Figure 1. Wire density map.
The die is cut into 19 by 29 equal tiles; black is low, pale yellow is high, scaled to the fullest tile. Values are wire area over tile area, all layers added.
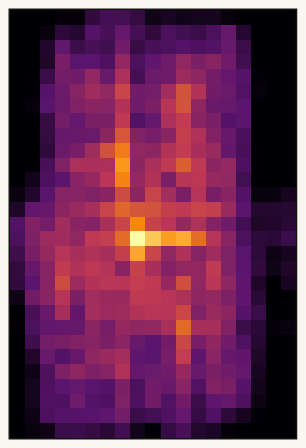
Figure 2. Where the registers sit.
Other sequential cells in the stronger gray, the rest of the logic in the fainter gray.
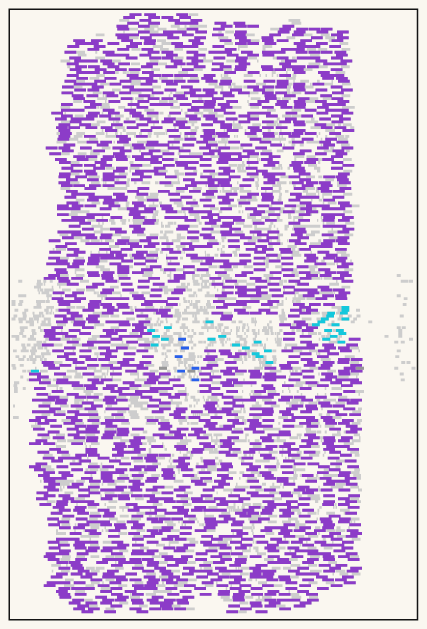
==> config.mk <==
export PLATFORM = sky130hd
export DESIGN_NAME = data_mem_bytelane
export DESIGN_NICKNAME = d
export VERILOG_FILES = /design/src/rtl/data_mem_bytelane.sv
export SDC_FILE = /design/constraint.sdc
export NUM_CORES = 2
export LEC_CHECK = 0
export CELL_PAD_IN_SITES_DETAIL_PLACEMENT = 0
export CELL_PAD_IN_SITES_GLOBAL_PLACEMENT = 1
export CORE_ASPECT_RATIO = 1.5
export CORE_UTILIZATION = 38
export DETAILED_ROUTE_END_ITERATION = 8
export GPL_ROUTABILITY_DRIVEN = 1
export PLACE_DENSITY = 0.6
export SLEW_MARGIN = 20
export SYNTH_ARGS = -nofsm -noshare
export SYNTH_HDL_FRONTEND = slang
export SYNTH_SLANG_ARGS = --single-unit
==> constraint.sdc <==
create_clock -name Clk -period 11.1 [get_ports Clk]
set_input_delay 3.33 -clock Clk [delete_from_list [all_inputs] [get_ports Clk]]
set_output_delay 3.33 -clock Clk [all_outputs]
set_load 0.05 [all_outputs]
==> summary.txt <==
run results: stage-log warning count=51, met1 wire length=88.0 mm, total nets after synthesis=4017, Tightest Pin Transition=1060 ps, most frequent CP cell=nand2b_1, most numerous logic cells after layout=edfxtp_1 (2048), mux4_2 (538), nor2_1 (309), outcome=finished clean, Crit path max-delay family=simple AND/OR/NAND/NOR gates, yosys adder share=0.0152%, Final setup violation count=0, Synth Warn #=0, H-tree lvl count=4, metal2 WL=115 mm, critical path type=primary input to register, fin crit share=79.9%, post-DP HPWL=143 mm, share of cells above drive strength 1=23.7%, row cnt=208, Final Slew Violations=0, Die Y=571 microns, vias in the first global route=41300, yosys aoi share=2.34%, Fin Setup TNS=0 ps, WL met3=12.4 mm, # port buffers=81, hold-fix buffers at CTS=0, synthesized instance count=3945, sequential power share=55.1%, clk slew on worst S/H paths=60 ps, Post-Place Cell Area=86400 sq um, MUX share of area=16.8%, TritonCTS clock tree=done, Logic pwr share=3.7%, initial antenna violation count=9, Seq/Total Area, Yosys=75.9%, Sw Share=21.0%, Num CTS Buffers=194, CTS max path bufs=4, I/O pin count=106, xor and xnor area share after synthesis=0.0427%, Iter 0 DRT Violations=3772, vias per inst=5.61, Top Layer Used=met5, Int Power=12300 uW, number of buffers and inverters on the critical path=2, RSZ-0062 raised after global routing=no, Slowest-stage cell, CP=o31ai_1, TritonCTS Sinks=2089, CP endpoint kind=register, largest net degree at the start of global routing=85, Max-cap violations=0, syn_area_per_cell=20.8 sq um, Die Area=218000 sq um, core area=214000 sq um, Hold Fails Final Rpt=0, Final Critical Period=8870 ps, worst path cell trace=clkdlybuf4s50_1 -> buf_4 -> or2_2 -> o21ai_1 -> nand3_4 -> o31ai_1 -> nand2b_1 -> nand2b_1 -> nor2_1, Post-DRT Antenna Nets=0, cells on worst reg2reg path=8, most used flip-flop cell=edfxtp_1, cell accounting for the most synthesized area=edfxtp_1, nets@finish=4140, FF-to-FF setup slack=4890 ps, first-pass GRT wire length=314 mm, Post-CTS Setup Inserts=0, Net Sw Power=3250 uW, Die X=382 microns, PD cells=168 nW/um^2, Max-Slew Margin vs Limit=28.9%, Post-route DRC=0, Top cells by area=edfxtp_1 (75%), mux4_2 (15%), mux2i_1 (1.6%), nor2_1 (1.5%), dfxtp_1 (1.0%), Netlist cell types=67, HP Class=register to register, simple-gate area share of the yosys netlist=3.33%, via count=39500, Area leader share=74.9%, max FFs per register=2048, hold-critical path depth=2, fin area=92300 sq um, Yosys Chip Area=82100 sq um, P&R area growth vs syn=12.4%, Synth flops=2089, VDD IR max=110 uV, total grt overflow=0
-- Figure 1 (at the start) --
nearly empty tiles: 18%
mean over tiles: 0.16
emptiest ninth of the die: top right
Routed WL per cell: 31.7 microns
total track usage: 20.4%

-- Figure 2 (at the start) --
[`init_cnt`] blue | placed flops: 6 | where: middle
[`mem`] purple | placed flops: 2048 | where: widely spread
[`Data_out`] cyan | placed flops: 32
not colored: 3
fin util: 43.1%
Sequential Power: 8550 uW
Seq area share: 67.5%

-- final cells by class --
class | count | area, sq um
Clock inverter | 95 | 744
Tap cell | 2835 | 3550
Clock buffer | 247 | 5190
Multi-Input combinational cell | 1595 | 18800
Antenna cell | 4 | 10.0
Inverter | 10 | 45.0
Timing Repair Buffer | 178 | 1650
Fill cell | 18600 | 122000
Sequential cell | 2089 | 62300
-- tightest hold or removal path, stage by stage (launching register included) --
cell	delay [ps]
dfxtp_1	320
nand2_1	60
a21oi_1	60
-- stage by stage --
stage	cells	total power, uW	hold WS, ps	worst slack, ps
3_5_place_dp	6707	9300	477	1410
3_3_place_gp	6707	9300	454	1450
6_report	7053	15500	487	2230
2_1_floorplan	3945	9070	513	3520
5_1_grt	7050	15900	519	1970
4_1_cts	7049	15700	492	2260
-- power by group through the flow --
stage	clock network [uW]	logic (uW)	registers (uW)
6_report	6400	574	8550
5_1_grt	6780	597	8550
4_1_cts	6520	581	8550
3_5_place_dp	0	581	8720
3_3_place_gp	0	580	8720
2_1_floorplan	0	345	8720
-- layer usage --
metal / track usage, % / vias to the layer above
li1: - / 16600
met3: 3.20 / 333
met4: 7.16 / 6
met5: 0 / -
met1: 25.8 / 21400
met2: 35.6 / 1199
-- Yosys cell counts (7+ instances only) --
cell / number
a31oi_1: 10
nand2b_1: 24
nand3_1: 39
nand2_1: 159
mux4_2: 538
a221oi_1: 15
nor2_1: 328
a22o_1: 10
buf_4: 35
a311oi_1: 7
o22ai_1: 9
buf_2: 52
a32oi_1: 29
clkbuf_1: 122
mux2i_1: 135
a221o_1: 12
a22oi_1: 61
buf_1: 21
or3_1: 10
mux2_2: 19
a21oi_1: 50
a211o_1: 10
or2_2: 15
and2_1: 14
nor3_1: 9
dfxtp_1: 41
buf_6: 18
edfxtp_1: 2048
and3_1: 9
nor2b_1: 11
Power figures rest on the tool's default switching activity, not on a simulated workload.
